**src/rtl/vga_timing_gen_pkg.sv**
```systemverilog
// Shared VGA timing types, 640x480@60 defaults and test-pattern codes.
package vga_pkg;

    typedef struct packed {
        logic [15:0] active;
        logic [15:0] fp;
        logic [15:0] sync;
        logic [15:0] bp;
    } vga_axis_t;

    typedef struct packed {
        vga_axis_t h;
        vga_axis_t v;
    } vga_timing_t;

    localparam vga_timing_t VGA_640X480 = '{
        h: '{active: 16'd640, fp: 16'd16, sync: 16'd96, bp: 16'd48},
        v: '{active: 16'd480, fp: 16'd10, sync: 16'd2,  bp: 16'd33}
    };

    typedef enum logic [1:0] {
        PAT_FB      = 2'b00,
        PAT_BARS    = 2'b01,
        PAT_CHECKER = 2'b10,
        PAT_WHITE   = 2'b11
    } pattern_e;

    function automatic int axis_total(input vga_axis_t a);
        return int'(a.active) + int'(a.fp) + int'(a.sync) + int'(a.bp);
    endfunction

endpackage

```
**src/rtl/vga_timing_gen_if.sv**
```systemverilog
// Request/framebuffer/pin bundle of the VGA timing generator.
// pattern_sel exists only when VGA_TEST_PATTERN_EN is defined.
interface vga_timing_gen_if #(
    parameter int PIXEL_BITS = 4,
    parameter int X_BITS     = 10,
    parameter int Y_BITS     = 9
);
    logic                  pix_tick;
    logic                  req_valid;
    logic [X_BITS-1:0]     req_x;
    logic [Y_BITS-1:0]     req_y;
    logic [PIXEL_BITS-1:0] fb_r, fb_g, fb_b;
    logic [PIXEL_BITS-1:0] vga_r, vga_g, vga_b;
    logic                  h_sync, v_sync, vga_active;
    logic                  line_start, frame_start;
`ifdef VGA_TEST_PATTERN_EN
    logic [1:0]            pattern_sel;

    modport master (
        output pix_tick, req_valid, req_x, req_y,
        output vga_r, vga_g, vga_b, h_sync, v_sync, vga_active,
        output line_start, frame_start,
        input  fb_r, fb_g, fb_b, pattern_sel
    );
    modport slave (
        input  pix_tick, req_valid, req_x, req_y,
        input  vga_r, vga_g, vga_b, h_sync, v_sync, vga_active,
        input  line_start, frame_start,
        output fb_r, fb_g, fb_b, pattern_sel
    );
`else
    modport master (
        output pix_tick, req_valid, req_x, req_y,
        output vga_r, vga_g, vga_b, h_sync, v_sync, vga_active,
        output line_start, frame_start,
        input  fb_r, fb_g, fb_b
    );
    modport slave (
        input  pix_tick, req_valid, req_x, req_y,
        input  vga_r, vga_g, vga_b, h_sync, v_sync, vga_active,
        input  line_start, frame_start,
        output fb_r, fb_g, fb_b
    );
`endif
endinterface

```
**src/rtl/vga_delay_line.sv**
```systemverilog
// Enable-gated shift register of DEPTH stages with a synchronous reset value.
module vga_delay_line #(
    parameter int               WIDTH   = 1,
    parameter int               DEPTH   = 1,
    parameter logic [WIDTH-1:0] RST_VAL = '0
) (
    input  logic             clk,
    input  logic             rst,
    input  logic             en_i,
    input  logic [WIDTH-1:0] d_i,
    output logic [WIDTH-1:0] q_o
);
    logic [WIDTH-1:0] stage_q [DEPTH];

    always_ff @(posedge clk) begin
        if (rst) begin
            for (int i = 0; i < DEPTH; i++) stage_q[i] <= RST_VAL;
        end else if (en_i) begin
            stage_q[0] <= d_i;
            for (int i = 1; i < DEPTH; i++) stage_q[i] <= stage_q[i-1];
        end
    end

    assign q_o = stage_q[DEPTH-1];
endmodule

```
**src/rtl/vga_timing_gen.sv**
```systemverilog
// Parametrised VGA timing generator: pixel divider, h/v counters, framebuffer
// requests and a latency-matched output stage. Optional VGA_TEST_PATTERN_EN.
module vga_timing_gen
    import vga_pkg::*;
#(
    parameter int PIXEL_BITS = 4,
    parameter int CLK_DIV    = 2,
    parameter int H_ACTIVE   = int'(VGA_640X480.h.active),
    parameter int H_FP       = int'(VGA_640X480.h.fp),
    parameter int H_SYNC     = int'(VGA_640X480.h.sync),
    parameter int H_BP       = int'(VGA_640X480.h.bp),
    parameter int V_ACTIVE   = int'(VGA_640X480.v.active),
    parameter int V_FP       = int'(VGA_640X480.v.fp),
    parameter int V_SYNC     = int'(VGA_640X480.v.sync),
    parameter int V_BP       = int'(VGA_640X480.v.bp),
    parameter int H_SYNC_POL = 0,
    parameter int V_SYNC_POL = 0,
    parameter int FB_LATENCY = 1
) (
    input  logic            clk,
    input  logic            rst,
    vga_timing_gen_if.master bus
);
    localparam vga_timing_t TIM = '{
        h: '{active: 16'(H_ACTIVE), fp: 16'(H_FP), sync: 16'(H_SYNC), bp: 16'(H_BP)},
        v: '{active: 16'(V_ACTIVE), fp: 16'(V_FP), sync: 16'(V_SYNC), bp: 16'(V_BP)}
    };
    localparam int H_TOTAL = axis_total(TIM.h);
    localparam int V_TOTAL = axis_total(TIM.v);
    localparam int HC_W    = $clog2(H_TOTAL + 1);
    localparam int VC_W    = $clog2(V_TOTAL + 1);
    localparam int DIV_W   = (CLK_DIV > 1) ? $clog2(CLK_DIV) : 1;
    localparam int X_BITS  = $clog2(H_ACTIVE);
    localparam int Y_BITS  = $clog2(V_ACTIVE);
    localparam int RGB_W   = 3 * PIXEL_BITS;
    localparam logic HS_ON = (H_SYNC_POL != 0);
    localparam logic VS_ON = (V_SYNC_POL != 0);

    logic [DIV_W-1:0] div_q, div_d;
    logic             tick_q, tick_d;
    logic [HC_W-1:0]  h_q, h_d;
    logic [VC_W-1:0]  v_q, v_d;

    always_comb begin
        tick_d = (div_q == DIV_W'(CLK_DIV - 1));
        div_d  = tick_d ? '0 : div_q + 1'b1;
        h_d    = h_q;
        v_d    = v_q;
        if (tick_q) begin
            if (h_q == HC_W'(H_TOTAL - 1)) begin
                h_d = '0;
                v_d = (v_q == VC_W'(V_TOTAL - 1)) ? '0 : v_q + 1'b1;
            end else begin
                h_d = h_q + 1'b1;
            end
        end
    end

    always_ff @(posedge clk) begin
        if (rst) begin
            div_q  <= '0;
            tick_q <= 1'b0;
            h_q    <= '0;
            v_q    <= '0;
        end else begin
            div_q  <= div_d;
            tick_q <= tick_d;
            h_q    <= h_d;
            v_q    <= v_d;
        end
    end

    logic h_act, v_act, raw_hs, raw_vs, req_valid;

    assign h_act     = h_q < HC_W'(H_ACTIVE);
    assign v_act     = v_q < VC_W'(V_ACTIVE);
    assign raw_hs    = (h_q >= HC_W'(H_ACTIVE + H_FP)) && (h_q < HC_W'(H_ACTIVE + H_FP + H_SYNC));
    assign raw_vs    = (v_q >= VC_W'(V_ACTIVE + V_FP)) && (v_q < VC_W'(V_ACTIVE + V_FP + V_SYNC));
    assign req_valid = h_act && v_act;

    assign bus.pix_tick    = tick_q;
    assign bus.req_valid   = req_valid;
    assign bus.req_x       = req_valid ? h_q[X_BITS-1:0] : '0;
    assign bus.req_y       = req_valid ? v_q[Y_BITS-1:0] : '0;
    assign bus.frame_start = tick_q && (h_q == '0) && (v_q == '0);
    assign bus.line_start  = tick_q && (h_q == '0) && v_act;

    // Flags travel the same FB_LATENCY ticks as the framebuffer read.
    logic [2:0] flags_dly;

    vga_delay_line #(.WIDTH(3), .DEPTH(FB_LATENCY)) u_flag_dly (
        .clk  (clk),
        .rst  (rst),
        .en_i (tick_q),
        .d_i  ({req_valid, raw_hs, raw_vs}),
        .q_o  (flags_dly)
    );

    logic [RGB_W-1:0] src_rgb;

`ifdef VGA_TEST_PATTERN_EN
    localparam int BAR_W = (H_ACTIVE >= 8) ? H_ACTIVE / 8 : 1;

    logic [15:0]      px, py;
    logic [2:0]       bar_idx;
    logic [RGB_W-1:0] pat_rgb;
    logic [RGB_W+1:0] pat_dly;

    always_comb begin
        px      = 16'(h_q);
        py      = 16'(v_q);
        bar_idx = 3'(px / 16'(BAR_W));
        pat_rgb = '0;
        case (pattern_e'(bus.pattern_sel))
            PAT_BARS:    pat_rgb = {{PIXEL_BITS{bar_idx[2]}}, {PIXEL_BITS{bar_idx[1]}},
                                    {PIXEL_BITS{bar_idx[0]}}};
            PAT_CHECKER: pat_rgb = {RGB_W{((px ^ py) & 16'h0020) != 16'h0000}};
            PAT_WHITE:   pat_rgb = '1;
            default:     pat_rgb = '0;
        endcase
    end

    // The selector rides with the pattern so a mid-frame switch stays aligned.
    vga_delay_line #(.WIDTH(RGB_W + 2), .DEPTH(FB_LATENCY)) u_pat_dly (
        .clk  (clk),
        .rst  (rst),
        .en_i (tick_q),
        .d_i  ({bus.pattern_sel, pat_rgb}),
        .q_o  (pat_dly)
    );

    assign src_rgb = (pat_dly[RGB_W+1:RGB_W] == PAT_FB) ? {bus.fb_r, bus.fb_g, bus.fb_b}
                                                        : pat_dly[RGB_W-1:0];
`else
    assign src_rgb = {bus.fb_r, bus.fb_g, bus.fb_b};
`endif

    logic [RGB_W-1:0] rgb_q;
    logic             active_q, hs_q, vs_q;

    always_ff @(posedge clk) begin
        if (rst) begin
            rgb_q    <= '0;
            active_q <= 1'b0;
            hs_q     <= !HS_ON;
            vs_q     <= !VS_ON;
        end else if (tick_q) begin
            rgb_q    <= flags_dly[2] ? src_rgb : '0;
            active_q <= flags_dly[2];
            hs_q     <= flags_dly[1] ? HS_ON : !HS_ON;
            vs_q     <= flags_dly[0] ? VS_ON : !VS_ON;
        end
    end

    assign bus.vga_r      = rgb_q[3*PIXEL_BITS-1:2*PIXEL_BITS];
    assign bus.vga_g      = rgb_q[2*PIXEL_BITS-1:PIXEL_BITS];
    assign bus.vga_b      = rgb_q[PIXEL_BITS-1:0];
    assign bus.vga_active = active_q;
    assign bus.h_sync     = hs_q;
    assign bus.v_sync     = vs_q;
endmodule

```
**src/flat_wrapper.sv**
```systemverilog
// flat-port wrapper written by rule: the top's interface ports become plain ports
module vga_timing_gen_flat import vga_pkg::*;
#(
    parameter int PIXEL_BITS = 4,
    parameter int CLK_DIV    = 2,
    parameter int H_ACTIVE   = int'(VGA_640X480.h.active),
    parameter int H_FP       = int'(VGA_640X480.h.fp),
    parameter int H_SYNC     = int'(VGA_640X480.h.sync),
    parameter int H_BP       = int'(VGA_640X480.h.bp),
    parameter int V_ACTIVE   = int'(VGA_640X480.v.active),
    parameter int V_FP       = int'(VGA_640X480.v.fp),
    parameter int V_SYNC     = int'(VGA_640X480.v.sync),
    parameter int V_BP       = int'(VGA_640X480.v.bp),
    parameter int H_SYNC_POL = 0,
    parameter int V_SYNC_POL = 0,
    parameter int FB_LATENCY = 1
)
  (clk, rst, bus_pix_tick, bus_req_valid, bus_req_x, bus_req_y, bus_vga_r, bus_vga_g, bus_vga_b, bus_h_sync, bus_v_sync, bus_vga_active, bus_line_start, bus_frame_start, bus_fb_r, bus_fb_g, bus_fb_b);
  vga_timing_gen_if #(.PIXEL_BITS(PIXEL_BITS), .X_BITS(10), .Y_BITS(9)) bus_i ();
  input  logic clk;
  input  logic rst;
  output wire logic [$bits(bus_i.pix_tick)-1:0] bus_pix_tick;
  output wire logic [$bits(bus_i.req_valid)-1:0] bus_req_valid;
  output wire logic [$bits(bus_i.req_x)-1:0] bus_req_x;
  output wire logic [$bits(bus_i.req_y)-1:0] bus_req_y;
  output wire logic [$bits(bus_i.vga_r)-1:0] bus_vga_r;
  output wire logic [$bits(bus_i.vga_g)-1:0] bus_vga_g;
  output wire logic [$bits(bus_i.vga_b)-1:0] bus_vga_b;
  output wire logic [$bits(bus_i.h_sync)-1:0] bus_h_sync;
  output wire logic [$bits(bus_i.v_sync)-1:0] bus_v_sync;
  output wire logic [$bits(bus_i.vga_active)-1:0] bus_vga_active;
  output wire logic [$bits(bus_i.line_start)-1:0] bus_line_start;
  output wire logic [$bits(bus_i.frame_start)-1:0] bus_frame_start;
  input wire logic [$bits(bus_i.fb_r)-1:0] bus_fb_r;
  input wire logic [$bits(bus_i.fb_g)-1:0] bus_fb_g;
  input wire logic [$bits(bus_i.fb_b)-1:0] bus_fb_b;
  assign bus_pix_tick = bus_i.pix_tick;
  assign bus_req_valid = bus_i.req_valid;
  assign bus_req_x = bus_i.req_x;
  assign bus_req_y = bus_i.req_y;
  assign bus_vga_r = bus_i.vga_r;
  assign bus_vga_g = bus_i.vga_g;
  assign bus_vga_b = bus_i.vga_b;
  assign bus_h_sync = bus_i.h_sync;
  assign bus_v_sync = bus_i.v_sync;
  assign bus_vga_active = bus_i.vga_active;
  assign bus_line_start = bus_i.line_start;
  assign bus_frame_start = bus_i.frame_start;
  assign bus_i.fb_r = bus_fb_r;
  assign bus_i.fb_g = bus_fb_g;
  assign bus_i.fb_b = bus_fb_b;
  vga_timing_gen #(.PIXEL_BITS(PIXEL_BITS), .CLK_DIV(CLK_DIV), .H_ACTIVE(H_ACTIVE), .H_FP(H_FP), .H_SYNC(H_SYNC), .H_BP(H_BP), .V_ACTIVE(V_ACTIVE), .V_FP(V_FP), .V_SYNC(V_SYNC), .V_BP(V_BP), .H_SYNC_POL(H_SYNC_POL), .V_SYNC_POL(V_SYNC_POL), .FB_LATENCY(FB_LATENCY)) u_core (.clk(clk), .rst(rst), .bus(bus_i));
endmodule
```
**config.mk**
```make
export PLATFORM = sky130hd
export DESIGN_NAME = vga_timing_gen_flat
export DESIGN_NICKNAME = d
export VERILOG_FILES = /design/src/rtl/vga_timing_gen_pkg.sv /design/src/rtl/vga_timing_gen_if.sv /design/src/rtl/vga_delay_line.sv /design/src/rtl/vga_timing_gen.sv /design/src/flat_wrapper.sv
export SDC_FILE = /design/constraint.sdc
export NUM_CORES = 1
export LEC_CHECK = 0
export CAP_MARGIN = 0
export CORE_MARGIN = 5
export CORE_UTILIZATION = 44
export CTS_CLUSTER_DIAMETER = 150
export DETAILED_ROUTE_END_ITERATION = 10
export MAX_ROUTING_LAYER = met4
export PLACE_DENSITY = 0.74
export REMOVE_ABC_BUFFERS = 1
export SLEW_MARGIN = 15
export SYNTH_ARGS = -nofsm -noshare
export SYNTH_HDL_FRONTEND = slang
export SYNTH_SLANG_ARGS = --single-unit
```
**constraint.sdc**
```tcl
create_clock -name clk -period 1.5 [get_ports clk]
set_input_delay 0.3 -clock clk [delete_from_list [all_inputs] [get_ports clk]]
set_output_delay 0.3 -clock clk [all_outputs]
set_load 0.01 [all_outputs]
```
==> notes.md <==
This memo summarizes the results of the implementation run.

Final layout
The most frequently placed logic cell in the final layout is buf_4. The final design was reported to hold multi-input combinational gates totalling 163. According to the cell report, flip-flops and latches in the layout number 40. Across the whole layout, multi-input logic makes up 37.6% of the cell area.

In the finished layout, the clock tree contains a buffer count of 6. Per the layout area report, the register area comes to 851 um^2. The library cells used most frequently in the layout, excluding fill and tap cells, are 60 x buf_4, 40 x buf_6, 27 x dfxtp_1. The final layout report lists a non-clock buffer count of 141.

The layout cell share with drive strength beyond 1 is 51.4%. The final layout net count is 377. The clock-cell share of area is 2.24%.

STA
Setup slack on the critical path of the routed design comes to -0.474 ns. Setup repair after global routing could not meet its margin everywhere. The fmax is 506 MHz.

The normalized max-slew margin is 66.0%. The actual transition at the worst max-transition pin is 0.510 ns. The final setup violation count is 43. Hold timing on the final database bottoms out at a slack of 0.407 ns. Pins over their slew limit in the final report were tallied at 0.

The final layout reports a setup TNS of -12.22 ns.

Placed design
The instance count after placement with tap cells included is 366. The instance area after placement is 2900 um^2. The final weighted congestion in routability-driven placement is 0.846. The worst setup timing slack at the placement stage is -0.638 ns. The total of buffers placed on input and output ports is 51.

Once detailed placement completed, the half-perimeter wirelength came to 4.06 mm.

Power and ir drop
The leakage power is 0.00172 uW. Sequential cells burn 53.1% of the power. The highest supply drop recorded on VDD is 0.000686 V.

Per the summary, power density relative to cell area is 545 nW/um^2. Summed over all nets, the switching power comes to 531 uW. The combinational fraction of design power is 10.9%. The dominant power group in this design is sequential cells. The combinational-cell power consumption is 226 uW.

Summing internal, switching and leakage power gives 2070 uW. In the power breakdown, the internal column shows 1530 uW. In this run switching power makes up 25.7% of total power. The power in the clock group is 743 uW.

Synthesis
The main area contributors are dfxtp_1 37%, nor2_1 5.6%, a22oi_1 4.5%. The number of distinct standard cells referenced by the synthesized netlist is 46. The sequential area share after synthesis is 41.2%. The adder and majority gate portion of the synthesized area is 2.48%. The area reported by Yosys stat is 2020 um^2. After Yosys synthesis, AND-OR and OR-AND compound gates account for 10.4% of the synthesized area. The cell type that accounts for the most area after synthesis is dfxtp_1.

The cell count after synthesis came out at 230. After synthesis, the largest family of logic cells by area is simple AND/OR/NAND/NOR gates. The area fraction of the dominant cell type after synthesis is 36.7%. The combined area of all synthesized cells is 2020 um^2. For reference, the mux area share after synthesis is 0.496%. Per the post-synthesis stats, the area per cell is 8.77 um^2.

Run status
The run finished, with violations left. The final reports fail on setup timing.

Worst hold path
Checking hold timing, the worst path is listed with class flop to flop.

Clocking
The source-to-sink clock delay at the later pin of the worst-skew pair is 0.31 ns. Post-CTS repair changed the size of 169 cells. The number of buffers added for setup after CTS is 24.

TritonCTS built the clock tree. Per the CTS log, the maximum H-tree level is 2. The number of sinks handled by clock tree synthesis is 40. The longest clock path from root to sink contains 2 buffers.

On the reported timing paths, the clock transition at the registers reads 0.08 ns.

Critical path
Per the timing report, the most critical flop-to-flop path finishes at u_core.v_q[9]. For the worst setup path, the data arrival time is 1.67 ns. STA lists the maximum fanout along the critical path as 2. The depth of the worst register-to-register path is 8. The timing report notes that buffer and inverter cells on the critical path total 3. In this design, the largest share of critical-path delay is due to simple AND/OR/NAND/NOR gates. The flop-to-flop setup slack is -0.34 ns.

The longest individual stage delay on the worst path is 0.33 ns.

Floorplan
Measured along the x axis, the die boundary spans 77.7 um. For reference, the placement row count at floorplan is 24. The initial cell density of the core is 45.7%. The total I/O pin count is 52. The area of the placeable core is 4410 um^2. The vertical extent of the die is 77.7 um.

The floorplan step defined a die boundary enclosing 6040 um^2.

Job
The tool flagged a number of max-cap violations equal to 0. The OpenROAD warning count is 29.

GRT
The first global-routing pass estimated 12.1 mm of wire. Global routing put the most usage on met2.

Detailed routing
The first-pass detailed-route iteration total is 5. The average vias per placed instance is 5.97. The DRC violation total after the first TritonRoute iteration is 182.
-- synthesized netlist by cell type, drive strengths merged --
master and n:
dfxtp 37, or3 1, mux2i 1, ha 4, nand4b 2, nor2 30
nand4 9, nor2b 4, nand3b 1, a22oi 12, and2b 1, and4 2
o21ba 1, edfxtp 3, nand2 8, nor4b 1, or2 3, nor4 14
o211ai 2, and2 14, o31ai 3, and4bb 1, buf 9, xor2 4
xnor2 8, nand2b 3, o21ai 4, inv 8, o21bai 1, or4 1
nand3 6, or3b 1, a21oi 7, nor3 8, nand4bb 2, clkbuf 10
and3 4
-- worst max-delay path by stage --
stage / start / endpoint / slack [ns] / cells past startpoint
after detailed placement: u_core.h_q[0] / bus_frame_start / -0.64 / 6
after global placement: u_core.h_q[0] / bus_frame_start / -0.62 / 6
after global routing: u_core.h_q[0] / bus_frame_start / -0.54 / 7
final: u_core.h_q[0] / bus_frame_start / -0.47 / 7
after floorplan: u_core.v_q[5] / bus_req_x[2] / -0.41 / 4
after CTS: u_core.h_q[0] / bus_frame_start / -0.42 / 7
-- routing by layer --
| metal | routed length, um | share of wire [%] |
|---|---|---|
| met3 | 575 | 6.3 |
| met4 | 499 | 5.5 |
| met5 | 0 | 0 |
| met2 | 4670 | 51 |
| met1 | 3410 | 37 |
-- sequential cells by signal (all words and copies together), names as in the netlist --
| signal | cells |
|---|---|
| u_core.rgb_q | 12 |
| u_core.h_q | 10 |
| u_core.v_q | 10 |
| u_core.u_flag_dly.stage_q | 3 |
| u_core.bus.h_sync | 1 |
| u_core.bus.pix_tick | 1 |
| u_core.bus.v_sync | 1 |
| u_core.bus.vga_active | 1 |
| u_core.div_q | 1 |
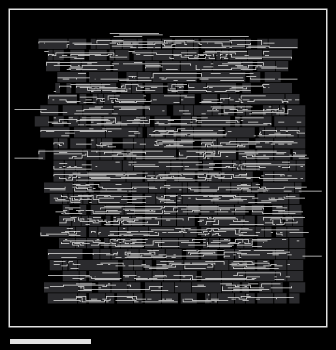
(metal 1)
The bar under the picture is 20 um long.
longest straight run: 26.7 um
nets with wire on the layer: 353
main direction: horizontal
wire length on this layer: 3410 um
via count: 2460
global-route track usage on met1: 28.1%
total routed wirelength: 9.15 mm

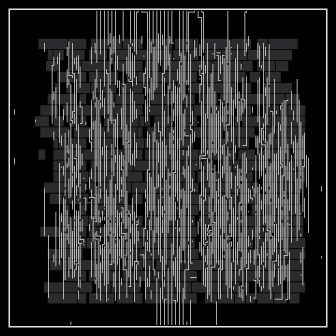
(metal 2)
wire length on this layer: 4670 um
longest straight run: 35.4 um
share of all routed wire: 51%
main direction: vertical
met2 demand-to-capacity share in global routing: 44.6%

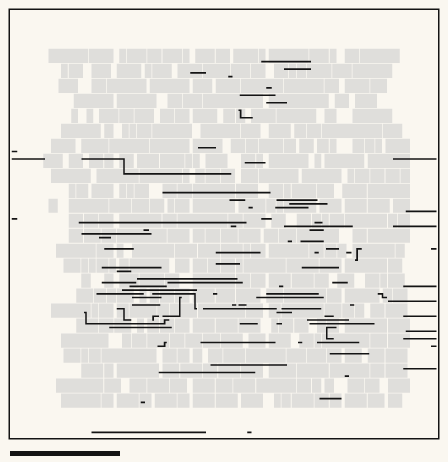
(metal 3)
The bar under the picture is 20 um long.
main direction: horizontal
nets with wire on the layer: 69
wire length on this layer: 575 um
share of all routed wire: 6.3%
longest straight run: 30.1 um
met3 track demand over resource in global routing: 5.56%

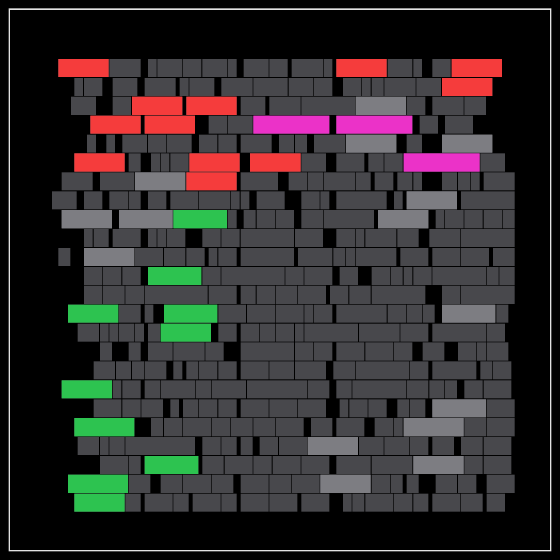
(where the registers sit)
legend:
  `u_core.rgb_q`:
    colour: red
    flops: 12
  `u_core.h_q`:
    colour: green
    flops: 10
  `u_core.u_flag_dly.stage_q`:
    colour: magenta
    flops: 3
not coloured: 15
sequential cell area share: 22.4%
Seq. pwr: 1100 uW
final core area utilization: 85.9%

No activity file was given, so power comes from the tool's default toggle rates.
